==> config.mk <==
export PLATFORM = sky130hd
export DESIGN_NAME = sap1_controller_sequencer
export DESIGN_NICKNAME = d
export VERILOG_FILES = /design/src/rtl/sap1_controller_sequencer.sv
export SDC_FILE = /design/constraint.sdc
export NUM_CORES = 1
export LEC_CHECK = 0
export ABC_AREA = 1
export CAP_MARGIN = 30
export CORE_MARGIN = 8
export CORE_UTILIZATION = 35
export DETAILED_ROUTE_END_ITERATION = 8
export MAX_ROUTING_LAYER = met4
export PLACE_DENSITY = 0.77
export SETUP_SLACK_MARGIN = 0.4
export SYNTH_ARGS = -nofsm -noshare
export SYNTH_HDL_FRONTEND = slang
export SYNTH_SLANG_ARGS = --single-unit
==> constraint.sdc <==
create_clock -name CLK_n -period 1.5 [get_ports CLK_n]
set_clock_uncertainty 0.05 [all_clocks]
set_input_delay 0.3 -clock CLK_n [delete_from_list [all_inputs] [get_ports CLK_n]]
set_output_delay 0.3 -clock CLK_n [all_outputs]
set_load 0.01 [all_outputs]
==> src/rtl/sap1_controller_sequencer.sv <==
// sap1_controller_sequencer
//   Control unit of the SAP-1 computer. A one-hot six-state ring counter
//   (T1..T6) is combined with the IR opcode nibble to produce the 12-bit
//   control word {Cp,Ep,Lm_n,CE_n,Li_n,Ei_n,La_n,Ea,Su,Eu,Lb_n,Lo_n}.
//   When an HLT opcode reaches T4, the machine halts.
//
// Ports
//   CLK_n    in   1             system clock; all state updates on its rising edge
//   CLR_n    in   1             asynchronous active-low clear (ring -> T1, HLT -> 0)
//   opcode   in   OPCODE_WIDTH  IR upper nibble, used combinationally
//   con      out  12            control word, bit 11 = Cp
//   Cp..Lo_n out  1 each        individual copies of the con bits
//   t_state  out  6             one-hot ring state, bit0 = T1
//   HLT      out  1             machine halted
//
// Build option
//   SAP1_VARIABLE_MACHINE_CYCLE_EN : when defined, the ring returns to T1
//   right after the last useful T-state of each instruction
//   (LDA 5, ADD/SUB 6, OUT 4, undefined 3). When it is not defined, every
//   instruction takes the fixed six states.

module sap1_controller_sequencer #(
    parameter int                        OPCODE_WIDTH = 4,
    parameter logic [OPCODE_WIDTH-1:0]   OP_LDA       = 4'b0000,
    parameter logic [OPCODE_WIDTH-1:0]   OP_ADD       = 4'b0001,
    parameter logic [OPCODE_WIDTH-1:0]   OP_SUB       = 4'b0010,
    parameter logic [OPCODE_WIDTH-1:0]   OP_OUT       = 4'b1110,
    parameter logic [OPCODE_WIDTH-1:0]   OP_HLT       = 4'b1111
) (
    input  logic                    CLK_n,
    input  logic                    CLR_n,
    input  logic [OPCODE_WIDTH-1:0] opcode,
    output logic [11:0]             con,
    output logic                    Cp,
    output logic                    Ep,
    output logic                    Lm_n,
    output logic                    CE_n,
    output logic                    Li_n,
    output logic                    Ei_n,
    output logic                    La_n,
    output logic                    Ea,
    output logic                    Su,
    output logic                    Eu,
    output logic                    Lb_n,
    output logic                    Lo_n,
    output logic [5:0]              t_state,
    output logic                    HLT
);

    typedef enum logic [5:0] {
        ST_T1 = 6'b000001,
        ST_T2 = 6'b000010,
        ST_T3 = 6'b000100,
        ST_T4 = 6'b001000,
        ST_T5 = 6'b010000,
        ST_T6 = 6'b100000
    } t_state_e;

    // Control words
    localparam logic [11:0] CON_NOP     = 12'h3E3;
    localparam logic [11:0] CON_FETCH1  = 12'h5E3;  // Ep, Lm_n active
    localparam logic [11:0] CON_FETCH2  = 12'hBE3;  // Cp
    localparam logic [11:0] CON_FETCH3  = 12'h263;  // CE_n, Li_n active
    localparam logic [11:0] CON_IR_MAR  = 12'h1A3;  // Ei_n, Lm_n active
    localparam logic [11:0] CON_LDA_T5  = 12'h2C3;  // CE_n, La_n active
    localparam logic [11:0] CON_ALU_T5  = 12'h2E1;  // CE_n, Lb_n active
    localparam logic [11:0] CON_ADD_T6  = 12'h3C7;  // Eu, La_n active
    localparam logic [11:0] CON_SUB_T6  = 12'h3CF;  // Su, Eu, La_n active
    localparam logic [11:0] CON_OUT_T4  = 12'h3F2;  // Ea, Lo_n active

    t_state_e    state_q, state_d;
    logic        hlt_q, hlt_d;
    logic [11:0] con_d;
    logic [2:0]  last_step;   // index (3..6) of the final T-state of this instruction

    // Last T-state of the current instruction. HLT keeps the full length;
    // it leaves the ring through the halt path in T4 instead.
`ifdef SAP1_VARIABLE_MACHINE_CYCLE_EN
    always_comb begin
        last_step = 3'd3;
        if (opcode == OP_LDA)
            last_step = 3'd5;
        else if (opcode == OP_ADD || opcode == OP_SUB || opcode == OP_HLT)
            last_step = 3'd6;
        else if (opcode == OP_OUT)
            last_step = 3'd4;
    end
`else
    always_comb begin
        last_step = 3'd6;
    end
`endif

    always_ff @(posedge CLK_n or negedge CLR_n) begin
        if (!CLR_n) begin
            state_q <= ST_T1;
            hlt_q   <= 1'b0;
        end else begin
            state_q <= state_d;
            hlt_q   <= hlt_d;
        end
    end

    always_comb begin
        state_d = state_q;
        hlt_d   = hlt_q;
        con_d   = CON_NOP;

        if (hlt_q) begin
            // Frozen: ring holds, PC not incremented, nothing strobed.
            state_d = state_q;
            con_d   = CON_NOP;
        end else begin
            case (state_q)
                ST_T1: begin
                    con_d   = CON_FETCH1;
                    state_d = ST_T2;
                end
                ST_T2: begin
                    con_d   = CON_FETCH2;
                    state_d = ST_T3;
                end
                ST_T3: begin
                    con_d   = CON_FETCH3;
                    state_d = (last_step <= 3'd3) ? ST_T1 : ST_T4;
                end
                ST_T4: begin
                    if (opcode == OP_LDA || opcode == OP_ADD || opcode == OP_SUB)
                        con_d = CON_IR_MAR;
                    else if (opcode == OP_OUT)
                        con_d = CON_OUT_T4;
                    state_d = (last_step <= 3'd4) ? ST_T1 : ST_T5;
                    // Halt takes effect on this edge; the ring stays in T4.
                    if (opcode == OP_HLT) begin
                        hlt_d   = 1'b1;
                        state_d = ST_T4;
                    end
                end
                ST_T5: begin
                    if (opcode == OP_LDA)
                        con_d = CON_LDA_T5;
                    else if (opcode == OP_ADD || opcode == OP_SUB)
                        con_d = CON_ALU_T5;
                    state_d = (last_step <= 3'd5) ? ST_T1 : ST_T6;
                end
                ST_T6: begin
                    if (opcode == OP_ADD)
                        con_d = CON_ADD_T6;
                    else if (opcode == OP_SUB)
                        con_d = CON_SUB_T6;
                    state_d = ST_T1;
                end
                default: begin
                    // Not reachable from reset; restart the ring if it ever happens.
                    con_d   = CON_NOP;
                    state_d = ST_T1;
                end
            endcase
        end
    end

    assign con     = con_d;
    assign {Cp, Ep, Lm_n, CE_n, Li_n, Ei_n, La_n, Ea, Su, Eu, Lb_n, Lo_n} = con_d;
    assign t_state = state_q;
    assign HLT     = hlt_q;

endmodule
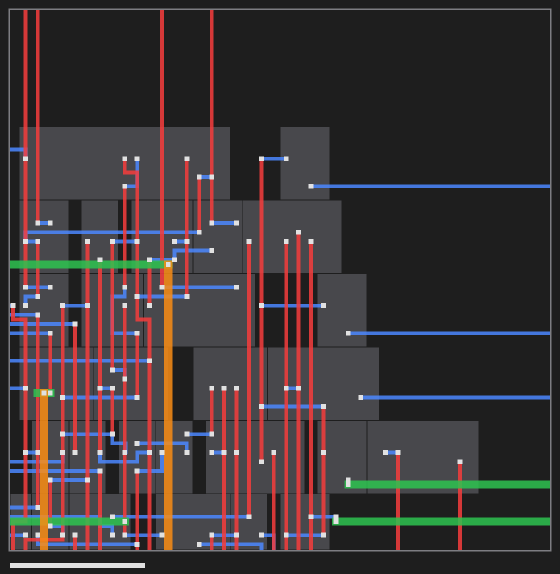
(run_1/closeup.png)
Scale bar: 5 um. Window x 36 to 56, y 36 to 56 um. Cells in grey, sequential cells in the stronger grey; small squares are vias.
Key: orange = M4; red = M2; blue = M1; green = M3
27 logic cells have their middle in the window. Sequential cells in the window: 0. Most frequent: buf_2 (6), nand2_1 (5), buf_4 (3).

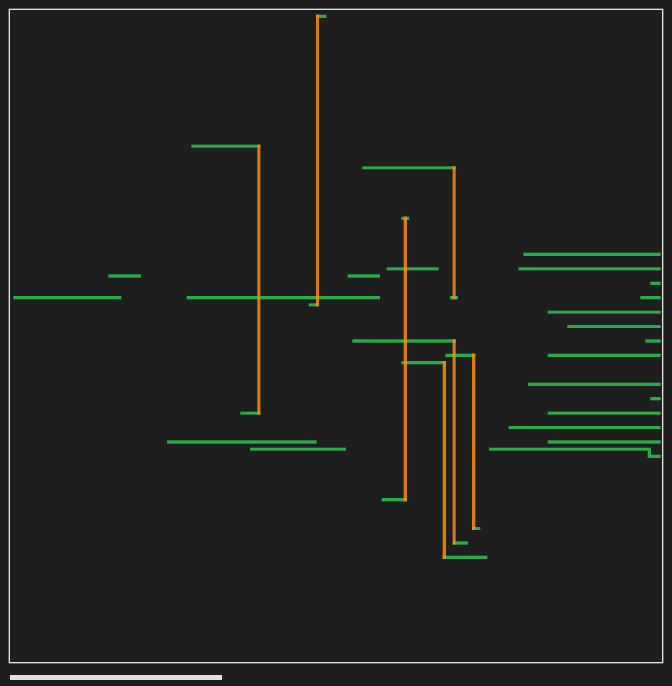
(run_1/layers.png)
Scale bar: 20 um. Only two layers are drawn.
Key: green = M3 [wire length 225 um]; orange = M4 [wire length 145 um]

==> impl_metrics.json, run 1 <==
{
  "clk_path_buf_depth": 2,
  "synth_seq_share": 0.244,
  "die_x_um": 61.5,
  "setup_viol": 27,
  "worstPathArrival_ns": 1.67,
  "synth-edff-count": 0,
  "hold_viol_final": 0,
  "start_kind": "flip-flop",
  "die_area_mm2": 0.00378,
  "cts_buffers": 3,
  "post-dp-hpwl_um": 2070,
  "antennaDiodeCount": 0,
  "status": "complete, but fails checks",
  "tool_warnings": 29,
  "grt_overflow_total": 0,
  "clkSlewWorstSetupHoldPaths_ns": 0.05,
  "insertion_delay_ns": 0.24,
  "yosysCellCount": 116,
  "fin_setup_tns_ns": -10.57,
  "cp_max_fo": 4,
  "antenna_found_initial": 0,
  "violations": "negative setup slack",
  "ys_warn_count": 0,
  "crit_path_top_delay_cell": "dfstp_2",
  "core_mm2": 0.00196,
  "finalWeightedCongestion": 0.880,
  "ys_area_um2": 723,
  "crit_buf_inv": 2,
  "stdcell_count": 208,
  "fin_ws_ns": -0.521,
  "fin_crit_ns": 2.02,
  "dr.pass1.iters": 4,
  "grt_pass1_vias": 955,
  "drt_iter0_markers": 18,
  "numSynthFlops": 7
}
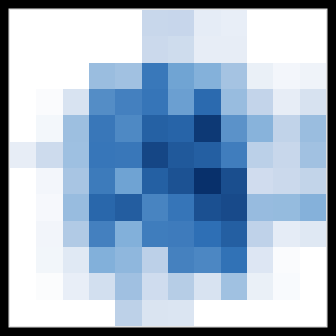
(run_1/route_heat.png)
12 x 12 tiles, from white (low) to dark blue (high), scaled to the fullest tile. Values are wire area over tile area, all layers added.
27% of the tiles are over half the peak. The mean over all tiles is 0.16. The emptiest ninth of the die: upper left. 26% of the tiles are nearly empty.

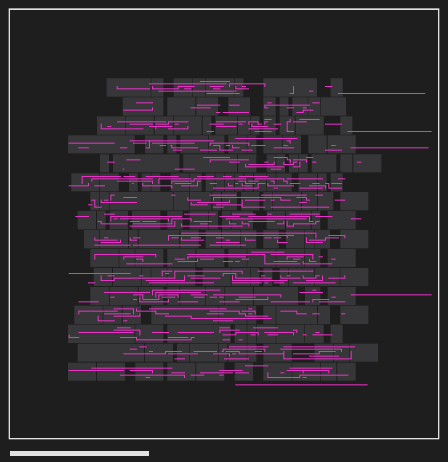
(run_1/m1.png)
Scale bar: 20 um. Cells faint in the background.
The wires run mostly horizontal. The layer holds 36% of the routed length. 169 nets have wire on it. The longest straight run is 19.3 um.
Routed WL: 3580 um
Vias: 1059
GR Util met1: 0.160

## run 1: placed cells by master (no fill, tap or decap), types with 2 or more instances in the layout
cell type / n
clkbuf_2: 2
buf_4: 23
o21ai_4: 3
o21a_1: 2
nand2_1: 15
nand3_2: 6
dlygate4sd2_1: 4
dfrtp_1: 2
nand2_2: 10
nor4_4: 2
buf_6: 30
nand3_1: 2
clkbuf_4: 3
inv_1: 6
nand3_4: 2
buf_2: 11
nor2_1: 9
dfrtp_2: 4
inv_2: 8
clkdlybuf4s15_2: 2
nor2_4: 13
nand4_1: 2
o21bai_1: 2
nor2_2: 7
## run 1: flip-flops by register name (all words and copies together), names as in the netlist
register / count
HLT: 1
t_state: 6
## run 1: worst register-to-register path, cell delays in order (launching register included)
cell	delay, ns
dfrtp_2	0.46
buf_6	0.14
nor2_4	0.15
nand3_4	0.15
buf_4	0.17
buf_4	0.13
buf_4	0.14
o21ai_4	0.12
nor2_1	0.05
nor2_1	0.08
## run 1: logic make-up (layout without fill, tap and decap cells)
kind of cell,count (synthesis),count (layout),share of synthesized area
simple gates,70,70,0.439
flops,7,7,0.244
compound gates,11,11,0.109
buf+inv,28,93,0.208
## run 1: area by class of cell
type,instances,area (um^2),area share
inverters,16,63.8,0.0405
clock buffers,4,26.3,0.0167
well taps,27,33.8,0.0214
multi-input cells,81,627,0.398
flip-flops and latches,7,181,0.115
repair buffers,73,643,0.408
## run 1: report_power, final
| group | internal, uW | leakage [uW] | total, uW | switching [uW] |
|---|---|---|---|---|
| Sequential | 189 | 0.0000784 | 189 | 0 |
| Clock | 101 | 0.0000150 | 163 | 61.6 |
| Combinational | 22.3 | 0.000674 | 55.2 | 32.9 |
| Total | 313 | 0.000767 | 407 | 94.4 |
## run 1: per-stage QoR
step	hold slack [ns]	util	power, uW
final	0.271	0.803	407
after global routing	0.302	0.803	434
after CTS	0.269	0.712	405
after detailed placement	0.533	0.626	238
after global placement	0.523	0.626	237
after floorplan	-0.0456	-	207
## run 1: worst max path at each step
stage               startpoint  endpoint  cells past startpoint
floorplan           t_state[0]    con[1]                      6
global placement     opcode[0]    con[1]                      9
detailed placement   opcode[2]    con[6]                      8
CTS                 t_state[2]        Su                      6
global route        t_state[0]    con[0]                      7
finish              t_state[0]    con[0]                      7
## run 1: layer usage
layer,GRT usage,vias up,part of all wire
met3,0.0146,14,0.063
met4,0.0487,0,0.040
met1,0.160,518,0.36
met5,-,-,0
li1,-,486,-
met2,0.290,41,0.54
## run 1: timing repair
item                                    4_1_cts  5_1_grt
pin swaps                                     8       13
resized                                     165       45
endpoints found under the hold margin         0        0
setup buffers                                 8        9
endpoints found under the setup margin       38       38
==> run 2, diff against run 1 <==
--- a/config.mk
+++ b/config.mk
@@ -6,6 +6,7 @@
 export NUM_CORES = 1
 export LEC_CHECK = 0
 export ABC_AREA = 1
+export ABC_CLOCK_PERIOD_IN_PS = 1500
 export CAP_MARGIN = 30
 export CORE_MARGIN = 8
 export CORE_UTILIZATION = 35
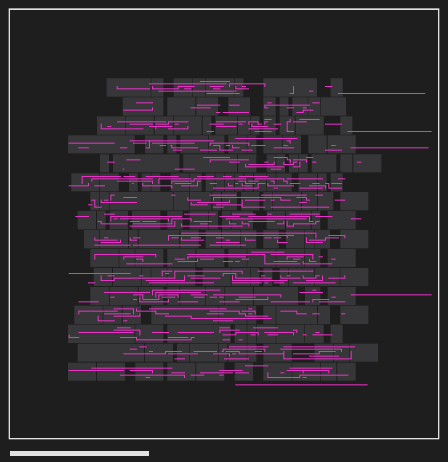
(run_2/m1.png)
Scale bar: 20 um. Cells faint in the background.
169 nets have wire on it. The layer carries 1290 um of wire. The wires run mostly horizontal. The layer holds 36% of the routed length. The longest straight run is 19.3 um.

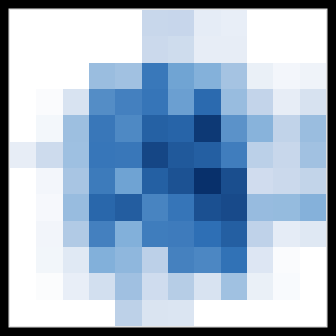
(run_2/route_heat.png)
12 x 12 tiles, from white (low) to dark blue (high), scaled to the fullest tile. Values are wire area over tile area, all layers added.
The emptiest ninth of the die: upper left. 26% of the tiles are nearly empty. The fullest tile reaches 0.50. The densest ninth of the die: centre.

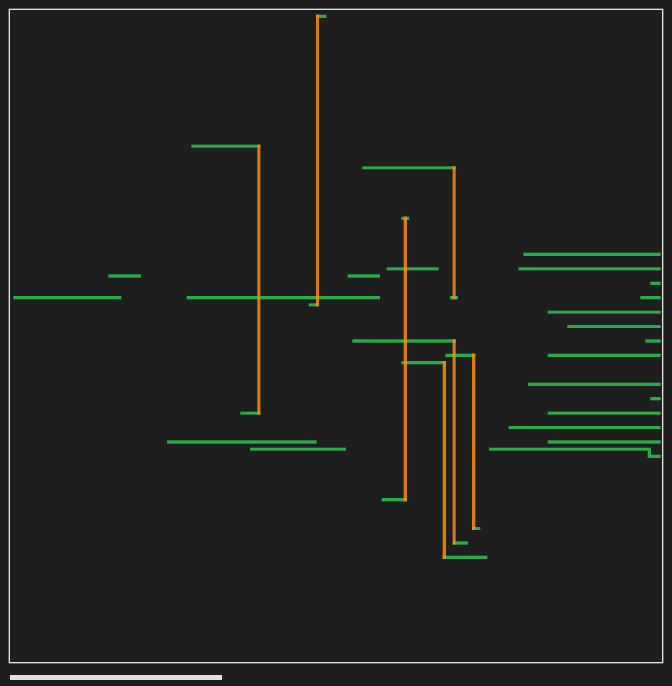
(run_2/layers.png)
Scale bar: 20 um. Only two layers are drawn.
Key: green = M3 [wire length 225 um]; orange = M4 [wire length 145 um]
wire per inst: 17.2 um
total global-route track usage: 0.153

==> impl_metrics.json, run 2 <==
{
  "post-synth-top-area-cell": "dfrtp_1",
  "final_common_cell": "buf_6",
  "hold_viol_final": 0,
  "insertion_delay_ns": 0.24,
  "violations": "negative setup slack",
  "antennaDiodeCount": 0,
  "grt_pass1_vias": 955,
  "numSynthFlops": 7,
  "wl_um": 3580,
  "synth_seq_share": 0.244,
  "die_area_mm2": 0.00378,
  "grt_overflow_total": 0,
  "final_core_util": 0.803,
  "antenna_found_initial": 0,
  "drt_iter0_markers": 18,
  "fin_crit_ns": 2.02,
  "vias": 1059,
  "layout_top_cells": "buf_6, buf_4, nand2_1, nor2_4, buf_2",
  "die_x_um": 61.5,
  "start_kind": "flip-flop",
  "r2r_end": "t_state[3]",
  "fin_ws_ns": -0.521,
  "port_buffers": 36,
  "synth-edff-count": 0,
  "post-dp-hpwl_um": 2070,
  "clk_path_buf_depth": 2,
  "cp_max_fo": 4,
  "tool_warnings": 29,
  "fin_setup_tns_ns": -10.57,
  "setup_viol": 27,
  "ys_area_um2": 723,
  "crit_path_top_delay_cell": "dfstp_2",
  "status": "complete, but fails checks",
  "crit_buf_inv": 2,
  "clkSlewWorstSetupHoldPaths_ns": 0.05
}
## run 2: cell counts after synthesis
Identical to the previous run, type by type.
## run 2: final cells by class
class                   count  area [um^2]  area share
clock buffers               4         26.3      0.0167
inverters                  16         63.8      0.0405
multi-input cells          81          627       0.398
flip-flops and latches      7          181       0.115
well taps                  27         33.8      0.0214
repair buffers             73          643       0.408
## run 2: cell families (layout without fill, tap and decap cells)
group / count (synthesis) / after routing / synth area share
simple gates: 70 / 70 / 0.439
buf+inv: 28 / 93 / 0.208
compound gates: 11 / 11 / 0.109
flops: 7 / 7 / 0.244
## run 2: how the worst max path moves through the flow
stage / to / slack [ns] / startpoint
2_1_floorplan: con[1] / -0.16 / t_state[0]
3_3_place_gp: con[1] / -0.79 / opcode[0]
3_5_place_dp: con[6] / -0.83 / opcode[2]
4_1_cts: Su / -0.48 / t_state[2]
5_1_grt: con[0] / -0.58 / t_state[0]
6_report: con[0] / -0.52 / t_state[0]
## run 2: timing repair
item	4_1_cts	5_1_grt
buffers inserted	8	9
resized	165	45
hold endpoints to repair	0	0
pin swaps	8	13
hold buffers	0	0
setup endpoints to repair	38	38
## run 2: metal layers
metal	wire, um	GRT usage	vias up
met5	0	-	-
met4	144	0.0487	0
met3	224	0.0146	14
met2	1930	0.290	41
met1	1290	0.160	518
li1	-	-	486
## run 2: per-stage QoR
stage	power (uW)	instance area (um^2)	setup WS, ns	std cells	hold slack [ns]
after detailed placement	238	1230	-0.828	187	0.533
after global routing	434	1580	-0.579	208	0.302
after global placement	237	1230	-0.788	187	0.523
after CTS	405	1400	-0.481	199	0.269
after floorplan	207	774	-0.162	116	-0.0456
final	407	1580	-0.521	208	0.271
## run 2: where the power goes
| group | total, uW | switching [uW] | internal, uW |
|---|---|---|---|
| sequential | 189 | 0 | 189 |
| clock | 163 | 61.6 | 101 |
| combinational | 55.2 | 32.9 | 22.3 |
| total | 407 | 94.4 | 313 |
No activity file was given, so power comes from the tool's default toggle rates.
